Fig. 1: sequential cells coloured by netlist name
Drawn at 1.5 px/um. Other sequential cells in the stronger grey, the rest of the logic in the fainter grey.
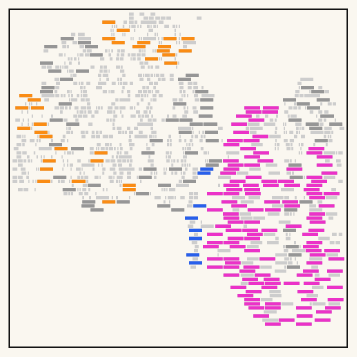
Fig. 2: nets reached from selected ports
Drawn at 1.5 px/um.
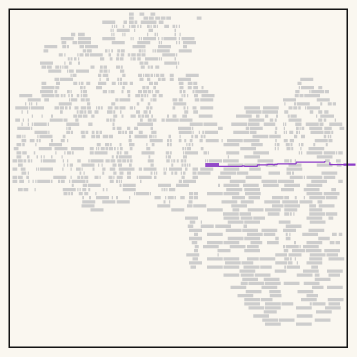
Fig. 3: local utilization
Drawn at 1 px/um. 22 x 22 tiles, from dark purple (low) to yellow (high), 0 to 100% covered.
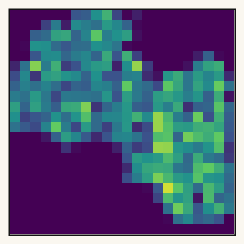
==> config.mk <==
export PLATFORM = sky130hd
export DESIGN_NAME = udm_uart_rx_fifo
export DESIGN_NICKNAME = d
export VERILOG_FILES = /design/src/rtl/udm_uart_pkg.sv /design/src/rtl/udm_sync_fifo.sv /design/src/rtl/udm_uart_rx_fifo.sv
export SDC_FILE = /design/constraint.sdc
export NUM_CORES = 1
export LEC_CHECK = 0
export ABC_AREA = 0
export ABC_CLOCK_PERIOD_IN_PS = 6300
export CAP_MARGIN = 10
export CORE_UTILIZATION = 24
export DETAILED_ROUTE_END_ITERATION = 16
export GPL_ROUTABILITY_DRIVEN = 0
export HOLD_SLACK_MARGIN = 0.06
export PLACE_DENSITY = 0.46
export SLEW_MARGIN = 20
export SYNTH_ARGS = -nofsm -noshare
export SYNTH_HDL_FRONTEND = slang
export SYNTH_SLANG_ARGS = --single-unit
==> constraint.sdc <==
create_clock -name clk_i -period 6.3 [get_ports clk_i]
set_input_delay 0.63 -clock clk_i [delete_from_list [all_inputs] [get_ports clk_i]]
set_output_delay 0.63 -clock clk_i [all_outputs]
set_load 0.05 [all_outputs]
==> out/qor.csv <==
stage,metric,value,unit
status,outcome,completed,
cts,CTS Hold Buffers Added,0,
drt,Detail Route Antenna Nets,0,
pwr,Max VDD drop,246,uV
global_route,vias in the first global route,7835,
finish,multi-input gates,659,
final_timing,setup TNS,0,ns
pwr,clock network power share,31.8,%
cts,clock sink count,238,
synthesis,aoi share,4.08,%
finish,"commonest non-fill, non-tap cells in the layout","129 x nand2_1, 128 x edfxtp_1, 106 x dfrtp_1",
floorplanning,number of cell rows,81,
final_timing,RSZ-0062 raised after global routing,false,
synthesis,Commonest cells post-synth,"129 x nand2_1, 128 x edfxtp_1, 106 x dfrtp_1, 79 x xor2_1, 66 x nor2_1",
synthesis,Post-synth area hogs,"edfxtp_1 32%, dfrtp_1 22%, mux4_2 7.6%, xor2_1 5.8%, nand2_1 4.1%",
pwr,Combinational Power Share,30.4,%
finish,Flops,238,
finish,Area growth syn-to-layout,17.8,%
synthesis,count of library flops with an enable pin,128,
worst_setup_path,"critical path fanouts, max",22,
drt,Vias/cell,4.45,
worst_setup_path,startpoint types,register,
synthesis,Synth cell types,73,
global_route,antenna violations before repair,0,
synthesis,"Registers, synthesis",238,
pwr,P_leak,0.00549,uW
floorplanning,die height,224,um
final_timing,# setup viols final,0,
placement,hpwl dp,20600,um
cts,clk_lat worst skew,0.56,ns
synthesis,YS warnings,0,
global_route,largest net degree at the start of global routing,64,
synthesis,post-synthesis cell type with the largest instance count,nand2_1,
worst_setup_path,worst r2r path cells,10,
synthesis,Mean Syn Cell Area,12.1,um^2
synthesis,largest area contributor in the netlist,edfxtp_1,
final_timing,Final min period,4.08,ns
job,# Max-Cap Violations,0,
global_route,met3 usage,1.66,%
finish,max reg flops,128,
final_timing,Final Cycle Share,64.7,%
final_timing,f_max,0.245,GHz
synthesis,Mapped Nets,1026,
floorplanning,die width,224,um
floorplanning,die area,0.0504,mm^2
global_route,grt peak-use layer,met2,
cts,TritonCTS clock tree,yes,
synthesis,"XOR-XNOR Cells, Area Fraction",8.93,%
finish,Repair and plain buffers,65,
drt,1st-iter DRT viols,523,
worst_setup_path,crit path cell chain,"inv_1, ha_1, or4b_1, or4_2, xnor2_1, o22ai_1, o22ai_2, nor4_4, buf_4, nor3_1",
global_route,Total GRT Usage,11.8,%
placement,area of placed instances,0.0130,mm^2
final_timing,clk_skew,0.0185,ns
synthesis,Gate Count Post-Synth,978,
Notes on Fig. 1 above:
- `shift_q`: blue (placed flops 8)
- `div_q`: orange (placed flops 32)
- `u_fifo.mem`: magenta (placed flops 128)
- not coloured: 70
Finished Core Util: 28.6%
sequential standard cell area: 0.00660 mm^2

Notes on Fig. 2 above:
- `parity_err_o`: purple (bits 1; direction output; edge right; end cells 1; buffers 1; wire 87.9 um)
# IOs: 52
IO buf count: 51

Notes on Fig. 3 above:
- fullest tile: 93%
- tiles over 75% full: 3.1%
- nearly empty tiles: 39%
- emptiest ninth of the die: bottom left
Pre-Place Util: 24.3%
Core Box Area: 0.0488 mm^2

cell families (layout without fill, tap and decap cells):
kind of cell / after synthesis / count (layout)
mux: 60 / 60
fa+ha+maj: 9 / 9
compound gates: 71 / 71
xor+xnor: 121 / 121
flops: 238 / 238
buf+inv: 81 / 133
simple gates: 398 / 398
routing by layer:
layer	up-vias	part of all wire (%)
met3	38	3.5
met1	3758	49
met2	143	46
met4	0	1.9
li1	3597	-
met5	-	0
power groups by stage:
| stage | clock, uW | sequential [uW] | combinational [uW] |
|---|---|---|---|
| after floorplan | 0 | 1990 | 1330 |
| after global routing | 1830 | 2080 | 1810 |
| after global placement | 0 | 2080 | 1660 |
| after CTS | 1770 | 2050 | 1680 |
| after detailed placement | 0 | 2080 | 1670 |
| final | 1720 | 2050 | 1650 |
Power figures rest on the tool's default switching activity, not on a simulated workload.
